Run 1, pin map:
Pins as bars across the die edge, other pins in grey.
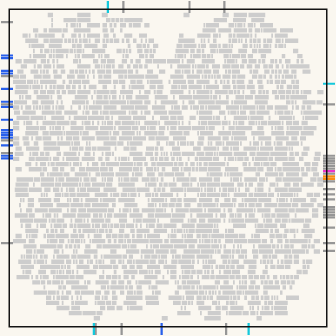
Run 1, M3 wires:
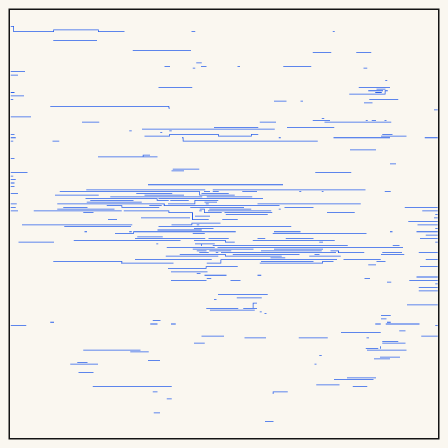
Run 1, metal layers overlaid:
Only two layers are drawn.
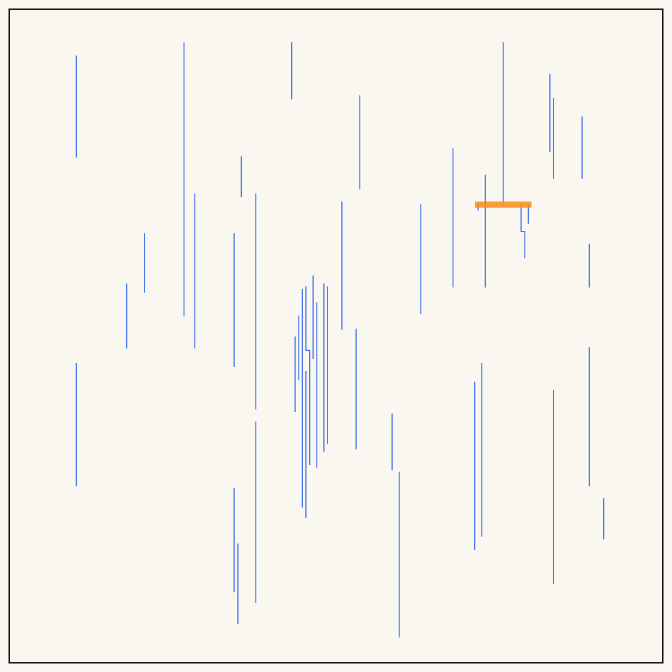
File: src/rtl/clk_div_multi_pkg.sv
// Shared constants, config record type and config validation rule for the
// multi-channel clock divider.
package clk_div_multi_pkg;

   localparam int CDM_N_CH    = 4;
   localparam int CDM_W       = 16;
   localparam int CDM_DEF_DIV = 2;

   typedef struct packed {
      logic [CDM_W-1:0] div;
      logic [CDM_W-1:0] high;
   } ch_cfg_t;

   // Accept (1) or reject (0) a divisor/high-time pair.
   // div==1 is only meaningful with high==1 (constant-high output).
   function automatic logic cfg_valid_chk(input logic [31:0] div, input logic [31:0] high);
      logic ok;
      ok = 1'b1;
      if (div == 32'd0 || high == 32'd0)
         ok = 1'b0;
      else if (div >= 32'd2 && high >= div)
         ok = 1'b0;
      else if (div == 32'd1 && high != 32'd1)
         ok = 1'b0;
      return ok;
   endfunction

endpackage

File: src/rtl/clk_div_multi_ch.sv
// One divider channel: period counter, shadow/active settings, pending flag
// and registered clk_out/tick. Settings move from shadow to active only at a
// period boundary (or while the channel is stopped), so no runt pulses occur.
// Optional macro CLK_DIV_MULTI_SYNC_EN adds the sync input.
module clk_div_multi_ch
   import clk_div_multi_pkg::*;
#(
   parameter int W       = CDM_W,
   parameter int DEF_DIV = CDM_DEF_DIV
) (
   input  logic         clk,
   input  logic         rst,
`ifdef CLK_DIV_MULTI_SYNC_EN
   input  logic         sync,
`endif
   input  logic         en,
   input  logic         wr,
   input  logic [W-1:0] wr_div,
   input  logic [W-1:0] wr_high,
   output logic         pend,
   output logic         clk_out,
   output logic         tick
);

   logic [W-1:0] cnt;
   logic [W-1:0] div_act;
   logic [W-1:0] high_act;
   logic [W-1:0] div_sh;
   logic [W-1:0] high_sh;
   logic         boundary;
   logic         apply;
   logic         restart;

   assign boundary = en & (cnt == div_act - W'(1));

`ifdef CLK_DIV_MULTI_SYNC_EN
   assign apply   = pend & (~en | boundary | sync);
   assign restart = boundary | apply | sync;
`else
   assign apply   = pend & (~en | boundary);
   assign restart = boundary | apply;
`endif

   // Channel state: shadow capture, boundary apply, counting and outputs.
   always_ff @(posedge clk) begin
      if (rst) begin
         cnt      <= '0;
         div_act  <= W'(DEF_DIV);
         high_act <= W'(DEF_DIV / 2);
         div_sh   <= W'(DEF_DIV);
         high_sh  <= W'(DEF_DIV / 2);
         pend     <= 1'b0;
         clk_out  <= 1'b0;
         tick     <= 1'b0;
      end else begin
         if (wr) begin
            div_sh  <= wr_div;
            high_sh <= wr_high;
         end

         // A write only happens while pend is clear, so it never collides
         // with an apply; a write on a boundary waits for the next one.
         if (wr)
            pend <= 1'b1;
         else if (apply)
            pend <= 1'b0;

         if (apply) begin
            div_act  <= div_sh;
            high_act <= high_sh;
         end

         if (en) begin
            clk_out <= (cnt < high_act);
            tick    <= boundary;
            cnt     <= restart ? '0 : cnt + W'(1);
         end else begin
            clk_out <= 1'b0;
            tick    <= 1'b0;
            cnt     <= '0;
         end
      end
   end

endmodule

File: src/rtl/clk_div_multi.sv
// N-channel programmable-duty clock divider top: config decode, valid/ready
// handshake and reject pulse; channels are independent instances.
// Optional macro CLK_DIV_MULTI_SYNC_EN adds a sync input that restarts all
// enabled channels and applies every pending config in the same cycle.
module clk_div_multi
   import clk_div_multi_pkg::*;
#(
   parameter int N_CH    = CDM_N_CH,
   parameter int W       = CDM_W,
   parameter int DEF_DIV = CDM_DEF_DIV,
   localparam int CH_W   = (N_CH > 1) ? $clog2(N_CH) : 1
) (
   input  logic            clk,
   input  logic            rst,
`ifdef CLK_DIV_MULTI_SYNC_EN
   input  logic            sync,
`endif
   input  logic [N_CH-1:0] en,
   input  logic            cfg_valid,
   output logic            cfg_ready,
   input  logic [CH_W-1:0] cfg_ch,
   input  logic [W-1:0]    cfg_div,
   input  logic [W-1:0]    cfg_high,
   output logic            cfg_err,
   output logic [N_CH-1:0] pend,
   output logic [N_CH-1:0] clk_out,
   output logic [N_CH-1:0] tick
);

   localparam int CH_SPAN = 1 << CH_W;

   logic [CH_SPAN-1:0] pend_pad;
   logic               xfer;
   logic               ch_ok;
   logic               bad;
   logic [N_CH-1:0]    wr;

   // Out-of-range channel numbers see a free slot so the request transfers
   // and is then rejected, rather than stalling the requester forever.
   assign pend_pad  = CH_SPAN'(pend);
   assign cfg_ready = ~rst & ~pend_pad[cfg_ch];
   assign xfer      = cfg_valid & cfg_ready;
   assign ch_ok     = (32'(cfg_ch) < 32'(N_CH));
   assign bad       = ~ch_ok | ~cfg_valid_chk(32'(cfg_div), 32'(cfg_high));

   // Reject pulse, one cycle after a rejected transfer.
   always_ff @(posedge clk) begin
      if (rst)
         cfg_err <= 1'b0;
      else
         cfg_err <= xfer & bad;
   end

   generate
      for (genvar gi = 0; gi < N_CH; gi++) begin : g_ch
         assign wr[gi] = xfer & ~bad & (cfg_ch == CH_W'(gi));

         clk_div_multi_ch #(
            .W       (W),
            .DEF_DIV (DEF_DIV)
         ) u_ch (
            .clk     (clk),
            .rst     (rst),
`ifdef CLK_DIV_MULTI_SYNC_EN
            .sync    (sync),
`endif
            .en      (en[gi]),
            .wr      (wr[gi]),
            .wr_div  (cfg_div),
            .wr_high (cfg_high),
            .pend    (pend[gi]),
            .clk_out (clk_out[gi]),
            .tick    (tick[gi])
         );
      end
   endgenerate

endmodule

File: config.mk
export PLATFORM = sky130hd
export DESIGN_NAME = clk_div_multi
export DESIGN_NICKNAME = d
export VERILOG_FILES = /design/src/rtl/clk_div_multi_pkg.sv /design/src/rtl/clk_div_multi_ch.sv /design/src/rtl/clk_div_multi.sv
export SDC_FILE = /design/constraint.sdc
export NUM_CORES = 1
export LEC_CHECK = 0
export CORE_UTILIZATION = 60
export DETAILED_ROUTE_END_ITERATION = 12
export PLACE_DENSITY = 0.78
export SYNTH_ARGS = -nofsm -noshare
export SYNTH_HDL_FRONTEND = slang
export SYNTH_HIERARCHICAL = 1
export SYNTH_SLANG_ARGS = --single-unit
export TNS_END_PERCENT = 5
File: constraint.sdc
create_clock -name clk -period 3.7 [get_ports clk]
set_input_delay 0.74 -clock clk [delete_from_list [all_inputs] [get_ports clk]]
set_output_delay 0.74 -clock clk [all_outputs]
set_load 0.005 [all_outputs]
==> report_table.html, run 1 <==
<h3>Run summary</h3>
<table>
<tr><th>Metric</th><th>Value</th></tr>
<tr><th colspan="2">Setup path</th></tr>
<tr><td>Launching instance or port of the critical path</td><td>cfg_high[0]</td></tr>
<tr><td>Destination of the critical timing path</td><td>g_ch[2].u_ch/high_sh[10]</td></tr>
<tr><td>Depth of the critical timing path with buffers and inverters included</td><td>11</td></tr>
<tr><td>Cell-by-cell listing of the critical path</td><td>clkdlybuf4s50_1 -&gt; inv_1 -&gt; ha_1 -&gt; nand2b_4 -&gt; a2111o_1 -&gt; a311oi_1 -&gt; a31oi_1 -&gt; nor4b_2 -&gt; buf_12 -&gt; mux2i_1 -&gt; nor2_1</td></tr>
<tr><td>Reg-to-reg slack, setup</td><td>530 ps</td></tr>
<tr><td>Critical Path Max Stage Delay</td><td>590 ps</td></tr>
<tr><td>Start of the worst register-to-register path</td><td>g_ch[2].u_ch/div_act[0]</td></tr>
<tr><td>Crit path buf inv count</td><td>3</td></tr>
<tr><td>Number of cells traversed by the worst register-to-register path</td><td>10</td></tr>
<tr><td>Worst Setup Start Kind</td><td>input port</td></tr>
<tr><td>Kind of critical path</td><td>in -&gt; reg</td></tr>
<tr><td>Crit-path max FO</td><td>34</td></tr>
<tr><th colspan="2">Hold path</th></tr>
<tr><td>Worst min-delay path startpoint</td><td>g_ch[3].u_ch/div_sh[5]</td></tr>
<tr><td>Number of cells on the worst hold path</td><td>2</td></tr>
<tr><td>Class of the worst hold path</td><td>reg -&gt; reg</td></tr>
<tr><td>End of the worst hold path</td><td>g_ch[3].u_ch/div_act[5]</td></tr>
<tr><th colspan="2">Clocking</th></tr>
<tr><td>Latest clock arrival within the worst-skew pair</td><td>520 ps</td></tr>
<tr><td>Cts bufs inserted</td><td>35</td></tr>
<tr><td>Number of buffers inserted for hold repair after clock tree synthesis</td><td>0</td></tr>
<tr><td>H-tree depth</td><td>2</td></tr>
<tr><td>Root Buffer</td><td>clkbuf_16</td></tr>
<tr><td>CTS tree</td><td>built</td></tr>
<tr><td>Register clock-pin slew on the reported worst setup and hold paths</td><td>60 ps</td></tr>
<tr><td>Clock sink total</td><td>333</td></tr>
<tr><th colspan="2">Final layout</th></tr>
<tr><td>Antenna diodes</td><td>0</td></tr>
<tr><td>Flop Count</td><td>333</td></tr>
<tr><td>Clock buffers</td><td>52</td></tr>
<tr><td>Logic cell area</td><td>8920 µm²</td></tr>
<tr><td>Number of buffers outside the clock class in the layout</td><td>113</td></tr>
<tr><td>Logic share of the area</td><td>47.77%</td></tr>
<tr><td>Flop share of the area</td><td>35.70%</td></tr>
<tr><td>Sequential cell area</td><td>6666 µm²</td></tr>
<tr><td>Number of filler cells placed in the layout</td><td>2,049</td></tr>
<tr><td>Layout Utilization</td><td>69.48%</td></tr>
<tr><td>Clk cell area share</td><td>6.459%</td></tr>
<tr><td>Relative area of non-clock buffer cells in the final design</td><td>5.822%</td></tr>
<tr><td>Non-clock inverter count</td><td>98</td></tr>
<tr><td>Comb gates</td><td>1,240</td></tr>
<tr><td>Final Cell Area</td><td>18,670 µm²</td></tr>
<tr><td>Total number of nets in the final design</td><td>1,946</td></tr>
<tr><th colspan="2">Global routing</th></tr>
<tr><td>Number of antenna violations at the first check in global routing</td><td>1</td></tr>
<tr><td>Aggregate global-route resource usage</td><td>29.21%</td></tr>
<tr><td>Met1 Resource Use GR</td><td>39.56%</td></tr>
<tr><td>Total congestion overflow</td><td>0</td></tr>
<tr><td>Pin count of the biggest net entering global routing</td><td>96</td></tr>
<tr><td>Global routing met3 resource utilization</td><td>5.460%</td></tr>
<tr><th colspan="2">Run</th></tr>
<tr><td>Max-capacitance violation count</td><td>0</td></tr>
<tr><th colspan="2">Synth</th></tr>
<tr><td>Mean instance size in the synthesized netlist</td><td>9.369 µm²</td></tr>
<tr><td>Synth Net Count</td><td>1,873</td></tr>
<tr><td>Register bit total from synthesis</td><td>333</td></tr>
<tr><td>Chip area from the yosys synthesis statistics</td><td>16,380 µm²</td></tr>
<tr><td>Commonest register cell after synthesis</td><td>dfxtp_1</td></tr>
<tr><td>Mapped Cells</td><td>1,748</td></tr>
<tr><td>Cell total in the yosys stat output</td><td>1,748</td></tr>
<tr><td>Async set or reset register ratio after synthesis</td><td>0%</td></tr>
<tr><td>Post-synth design cell area</td><td>16,380 µm²</td></tr>
<tr><td>Cell area leaders</td><td>dfxtp_1, mux2i_1, nor2_1</td></tr>
<tr><td>Largest area contributor in the netlist</td><td>dfxtp_1</td></tr>
<tr><th colspan="2">Place</th></tr>
<tr><td>DPL Wire Length</td><td>29,340 µm</td></tr>
<tr><td>Placed Area</td><td>17,470 µm²</td></tr>
<tr><td>DP Cell Count</td><td>2,125</td></tr>
<tr><td>Placement Setup Slack</td><td>-216.0 ps</td></tr>
<tr><td>Final GP Congestion</td><td>0.9240</td></tr>
<tr><th colspan="2">Route</th></tr>
<tr><td>Post-detailed-route DRC marker count</td><td>0</td></tr>
<tr><td>Initial drt markers</td><td>1,102</td></tr>
<tr><td>First-pass iteration count of the detailed router</td><td>8</td></tr>
<tr><td>Vias after detailed routing</td><td>12,650</td></tr>
<tr><th colspan="2">Final timing</th></tr>
<tr><td>Final number of max-transition violations</td><td>0</td></tr>
<tr><td>Setup clock skew after layout</td><td>16.52 ps</td></tr>
<tr><td>RSZ-0062 raised after global routing</td><td>false</td></tr>
<tr><td>Setup Viol. Count Final</td><td>0</td></tr>
<tr><td>Slew at the pin closest to its max-slew limit</td><td>928.6 ps</td></tr>
<tr><td>Hold slack</td><td>490.6 ps</td></tr>
<tr><td>Final setup margin</td><td>256.9 ps</td></tr>
<tr><td>Fin crit period</td><td>3443 ps</td></tr>
<tr><td>Final critical-path share of the clock period</td><td>93.06%</td></tr>
<tr><td>Hold Fails Final Rpt</td><td>0</td></tr>
<tr><td>Top achievable clock speed</td><td>290.4 MHz</td></tr>
<tr><th colspan="2">Status</th></tr>
<tr><td>Run status</td><td>complete, no violations</td></tr>
<tr><th colspan="2">Power and ir drop</th></tr>
<tr><td>Lkg Pwr</td><td>7.903 nW</td></tr>
<tr><td>Worst vdd ir</td><td>0.4942 mV</td></tr>
<tr><td>Power density relative to cell area</td><td>418.0 nW/µm²</td></tr>
<tr><th colspan="2">Floorplan</th></tr>
<tr><td>Rows</td><td>60</td></tr>
<tr><td>I/O pin cnt</td><td>55</td></tr>
<tr><td>Total die area</td><td>27,960 µm²</td></tr>
</table>
## Picture notes: 'pin map'
legend:
  cfg_ready:
    colour: magenta
    pins: 1
    direction: output
    edge: east
  cfg_ch:
    colour: orange
    pins: 2
    direction: input
    edge: east
  tick:
    colour: cyan
    pins: 4
    direction: output
    edge: 2 south, 1 north, 1 east
  cfg_high:
    colour: blue
    pins: 16
    direction: input
    edge: 15 west, 1 south
all pins by edge: 24 east, 21 west, 6 south, 4 north
height of the chip: 167.2 µm
die boundary width: 167.2 µm
count of input and output buffers: 54

## Picture notes: 'M3 wires'
wire length on this layer: 3,130 µm
share of all routed wire: 7.7%

## Picture notes: 'metal layers overlaid'
legend:
  M5:
    colour: orange
    wire_length: 12.9 µm
  M4:
    colour: blue
    wire_length: 1,270 µm

## run 1: routing by layer
metal | vias to the layer above | part of all wire, %
li1 | 6134 | -
met1 | 6000 | 44
met2 | 418 | 45
met3 | 97 | 7.7
met4 | 2 | 3.1
met5 | - | 0.030
## run 1: state kept, by name (all words and copies together), names as in the netlist
register,flops
g_ch.u_ch/div_act,64
g_ch.u_ch/high_sh,64
cfg_err,1
g_ch.u_ch/pend,4
g_ch.u_ch/cnt,64
g_ch.u_ch/clk_out,4
g_ch.u_ch/div_sh,64
g_ch.u_ch/high_act,64
g_ch.u_ch/tick,4
## run 1: power breakdown
part / leakage (nW) / total, mW / internal (mW) / switching (mW)
Combinational: 4.63 / 0.491 / 0.200 / 0.291
Clock: 0.586 / 3.66 / 2.23 / 1.43
Sequential: 2.69 / 3.65 / 3.62 / 0.0287
Total: 7.90 / 7.81 / 6.06 / 1.75
## run 1: synth_stat cells, drive strengths merged (32+ instances only)
master / count
mux2i: 243
inv: 98
ha: 84
clkbuf: 45
xnor2: 69
nand2: 49
nand3: 55
xor2: 75
nor2: 347
dfxtp: 333
buf: 32
nor3: 35
a21oi: 32
## run 1: cell families (layout without fill, tap and decap cells)
| group | after synthesis | count (layout) | share of synthesized area, % |
|---|---|---|---|
| flops | 333 | 333 | 40.71 |
| buf+inv | 175 | 274 | 4.989 |
| mux | 247 | 247 | 15.22 |
| xor+xnor | 144 | 144 | 7.816 |
| fa+ha+maj | 84 | 84 | 6.418 |
| compound gates | 147 | 147 | 6.846 |
| simple gates | 618 | 618 | 18.01 |
## run 1: tightest hold or removal path, delay by kind of cell (launching register included)
family           cells  cell delay [ps]
muxes                1               60
DFF                  1              330
and+or+nand+nor      1               70
==> run 2, diff against run 1 <==
Settings changed: GPL_ROUTABILITY_DRIVEN from default to 0.
Run 2, pin map:
Pins as bars across the die edge, other pins in grey.
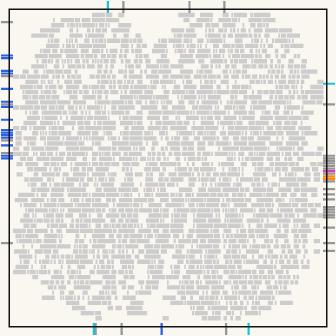
legend:
  cfg_ready:
    colour: magenta
    pins: 1
    direction: output
    edge: east
  cfg_high:
    colour: blue
    pins: 16
    direction: input
    edge: 15 west, 1 south
  cfg_ch:
    colour: orange
    pins: 2
    direction: input
    edge: east
  tick:
    colour: cyan
    pins: 4
    direction: output
    edge: 2 south, 1 north, 1 east
all pins by edge: 24 east, 21 west, 6 south, 4 north

Run 2, track usage over the die:
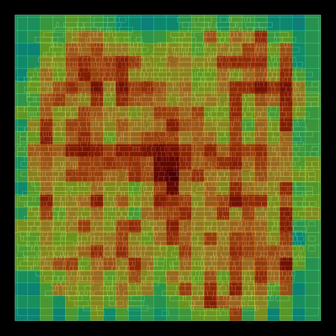
fraction of met2 tracks used by global routing: 49.17%
global routing met3 resource utilization: 7.658%
Layout Utilization: 69.38%

==> run 2 against run 1 <==
Compared with the run above: global-route usage is 0.60 points higher; clock power hardly changed; synthesized cell count stayed put; non-clock buffer count is 9 lower; critical path type unchanged; worst setup slack better by 48 ps; final cell count is 0.32% lower; critical endpoint is now g_ch[2].u_ch/high_sh[15].
==> report_table.html, run 2 <==
<h3>Run summary</h3>
<table>
<tr><th>Metric</th><th>Value</th></tr>
<tr><th colspan="2">Status</th></tr>
<tr><td>Run status</td><td>complete, no violations</td></tr>
<tr><th colspan="2">Clocking</th></tr>
<tr><td>CTS tree</td><td>built</td></tr>
<tr><td>Register clock-pin slew on the reported worst setup and hold paths</td><td>60 ps (about the same)</td></tr>
<tr><td>Cts bufs inserted</td><td>36 (+2.9%)</td></tr>
<tr><td>Latest clock arrival within the worst-skew pair</td><td>530 ps (about the same)</td></tr>
<tr><td>H-tree depth</td><td>2 (unchanged)</td></tr>
<tr><td>Root Buffer</td><td>clkbuf_16</td></tr>
<tr><td>Clock sink total</td><td>333 (unchanged)</td></tr>
<tr><th colspan="2">Final layout</th></tr>
<tr><td>Logic cell area</td><td>8920 µm² (unchanged)</td></tr>
<tr><td>Clock buffers</td><td>51 (-1.9%)</td></tr>
<tr><td>Number of filler cells placed in the layout</td><td>2,041 (-0.39%)</td></tr>
<tr><td>Final Cell Area</td><td>18,650 µm² (-0.15%)</td></tr>
<tr><td>Number of buffers outside the clock class in the layout</td><td>104 (-8.0%)</td></tr>
<tr><td>Antenna diodes</td><td>0 (unchanged)</td></tr>
<tr><th colspan="2">Global routing</th></tr>
<tr><td>Aggregate global-route resource usage</td><td>29.81% (+0.60 points)</td></tr>
<tr><td>Total congestion overflow</td><td>0 (unchanged)</td></tr>
<tr><th colspan="2">Power and ir drop</th></tr>
<tr><td>NetSw</td><td>1.775 mW (+1.5%)</td></tr>
<tr><td>Internal</td><td>6.055 mW (about the same)</td></tr>
<tr><td>Portion of total power attributed to the clock network</td><td>47.0% (about the same)</td></tr>
<tr><td>Comb pwr share</td><td>6.3% (about the same)</td></tr>
<tr><th colspan="2">Final timing</th></tr>
<tr><td>Top achievable clock speed</td><td>294.5 MHz (+1.4%)</td></tr>
<tr><td>Setup Viol. Count Final</td><td>0 (unchanged)</td></tr>
<tr><td>Slew at the pin closest to its max-slew limit</td><td>651.3 ps (-277.3 ps)</td></tr>
<tr><td>Setup clock skew after layout</td><td>21.93 ps (+5.414 ps)</td></tr>
<tr><th colspan="2">Floorplan</th></tr>
<tr><td>Die boundary width</td><td>167.2 µm (unchanged)</td></tr>
<tr><td>Height of the chip</td><td>167.2 µm (unchanged)</td></tr>
<tr><th colspan="2">Place</th></tr>
<tr><td>DP Cell Count</td><td>2,116 (-0.42%)</td></tr>
<tr><td>DPL Wire Length</td><td>29,500 µm (+0.54%)</td></tr>
<tr><th colspan="2">Route</th></tr>
<tr><td>Initial drt markers</td><td>1,282 (+16%)</td></tr>
<tr><td>Post-detailed-route DRC marker count</td><td>0 (unchanged)</td></tr>
<tr><th colspan="2">Synth</th></tr>
<tr><td>Chip area from the yosys synthesis statistics</td><td>16,380 µm² (unchanged)</td></tr>
<tr><td>Commonest register cell after synthesis</td><td>dfxtp_1</td></tr>
<tr><td>Multiplexer area fraction after synthesis</td><td>15.22% (unchanged)</td></tr>
<tr><td>Compound-Gate Fraction of Synth Area</td><td>6.845% (unchanged)</td></tr>
<tr><td>Combinational family with the most area after synthesis</td><td>simple AND/OR/NAND/NOR gates</td></tr>
<tr><td>Synth Net Count</td><td>1,873 (unchanged)</td></tr>
<tr><td>Xor/xnor share</td><td>7.816% (unchanged)</td></tr>
<tr><td>Mean instance size in the synthesized netlist</td><td>9.369 µm² (unchanged)</td></tr>
<tr><td>Post-synth design cell area</td><td>16,380 µm² (unchanged)</td></tr>
<tr><td>Area fraction in and, or, nand and nor cells</td><td>18.01% (unchanged)</td></tr>
<tr><td>Most frequently used cell type in the post-synthesis netlist</td><td>nor2_1</td></tr>
<tr><th colspan="2">Setup path</th></tr>
<tr><td>Critical Path Max Stage Delay</td><td>600 ps (about the same)</td></tr>
</table>
Run 2, port wiring:
Scale bar: 50 µm.
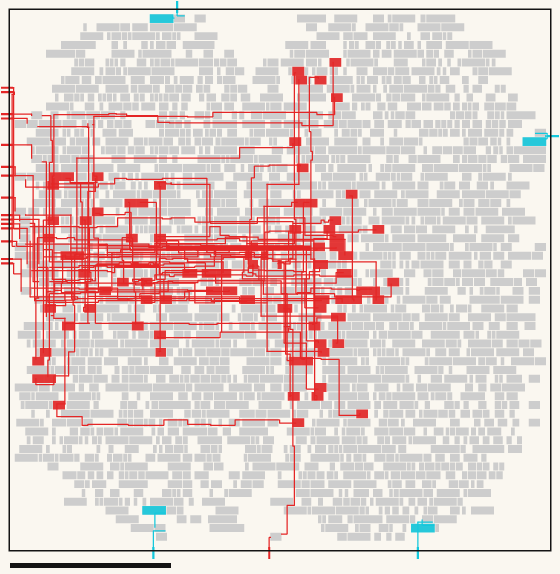
legend:
  cfg_high:
    colour: red
    direction: input
    end_cells: 85
    buffers: 32
    wire: 5,000 µm
  tick:
    colour: cyan
    direction: output
    end_cells: 4
    buffers: 4
    wire: 47.4 µm

## run 2: cell count changes in the layout (fill, tap and decap cells not counted), moves of 2 or more
| cell | change |
|---|---|
| buf_4 | -10 |
| clkbuf_1 | -4 |
| clkinv_2 | +4 |
| clkbuf_8 | +3 |
| clkinvlp_4 | -2 |
| inv_6 | +2 |
## run 2: worst max-delay path, delay by kind of cell
family / cells / cell delay (ps)
fa+ha+maj: 1 / 280
buf+inv: 4 / 1170
mux: 1 / 270
compound gates: 3 / 740
simple gates: 3 / 560
## run 2: power by group through the flow
stage | Combinational, mW | Clock [mW] | Sequential [mW]
floorplan | 0.255 | 0 | 3.72
global placement | 0.467 | 0 | 3.73
detailed placement | 0.476 | 0 | 3.73
CTS | 0.480 | 3.73 | 3.65
global route | 0.520 | 3.89 | 3.65
finish | 0.494 | 3.68 | 3.65
## run 2: metal layers
metal	vias to the layer above	GRT usage (%)	wire [µm]
li1	6122	-	-
met1	6146	37.67	17510
met2	481	49.17	19040
met3	122	7.658	3871
met4	4	10.73	1306
met5	-	0	55
## run 2: cells by family after synthesis
family	count (synthesis)
XOR/XNOR	144
multiplexers	247
adder cells (fa/ha/maj)	84
AND/OR/NAND/NOR	618
AND-OR/OR-AND	147
flip-flops	333
buffers and inverters	175
## run 2: path summary, 6_finish.rpt
path,start,endpoint,slack (ps),cells after the start
setup / recovery,cfg_high[0],g_ch[2].u_ch/high_sh[15],300,12
hold / removal,g_ch[1].u_ch/high_sh[0],g_ch[1].u_ch/high_sh[0],490,2
setup reg to reg,g_ch[1].u_ch/div_act[0],g_ch[1].u_ch/high_act[3],520,10
hold reg to reg,g_ch[1].u_ch/high_sh[0],g_ch[1].u_ch/high_sh[0],490,2
No activity file was given, so power comes from the tool's default toggle rates.
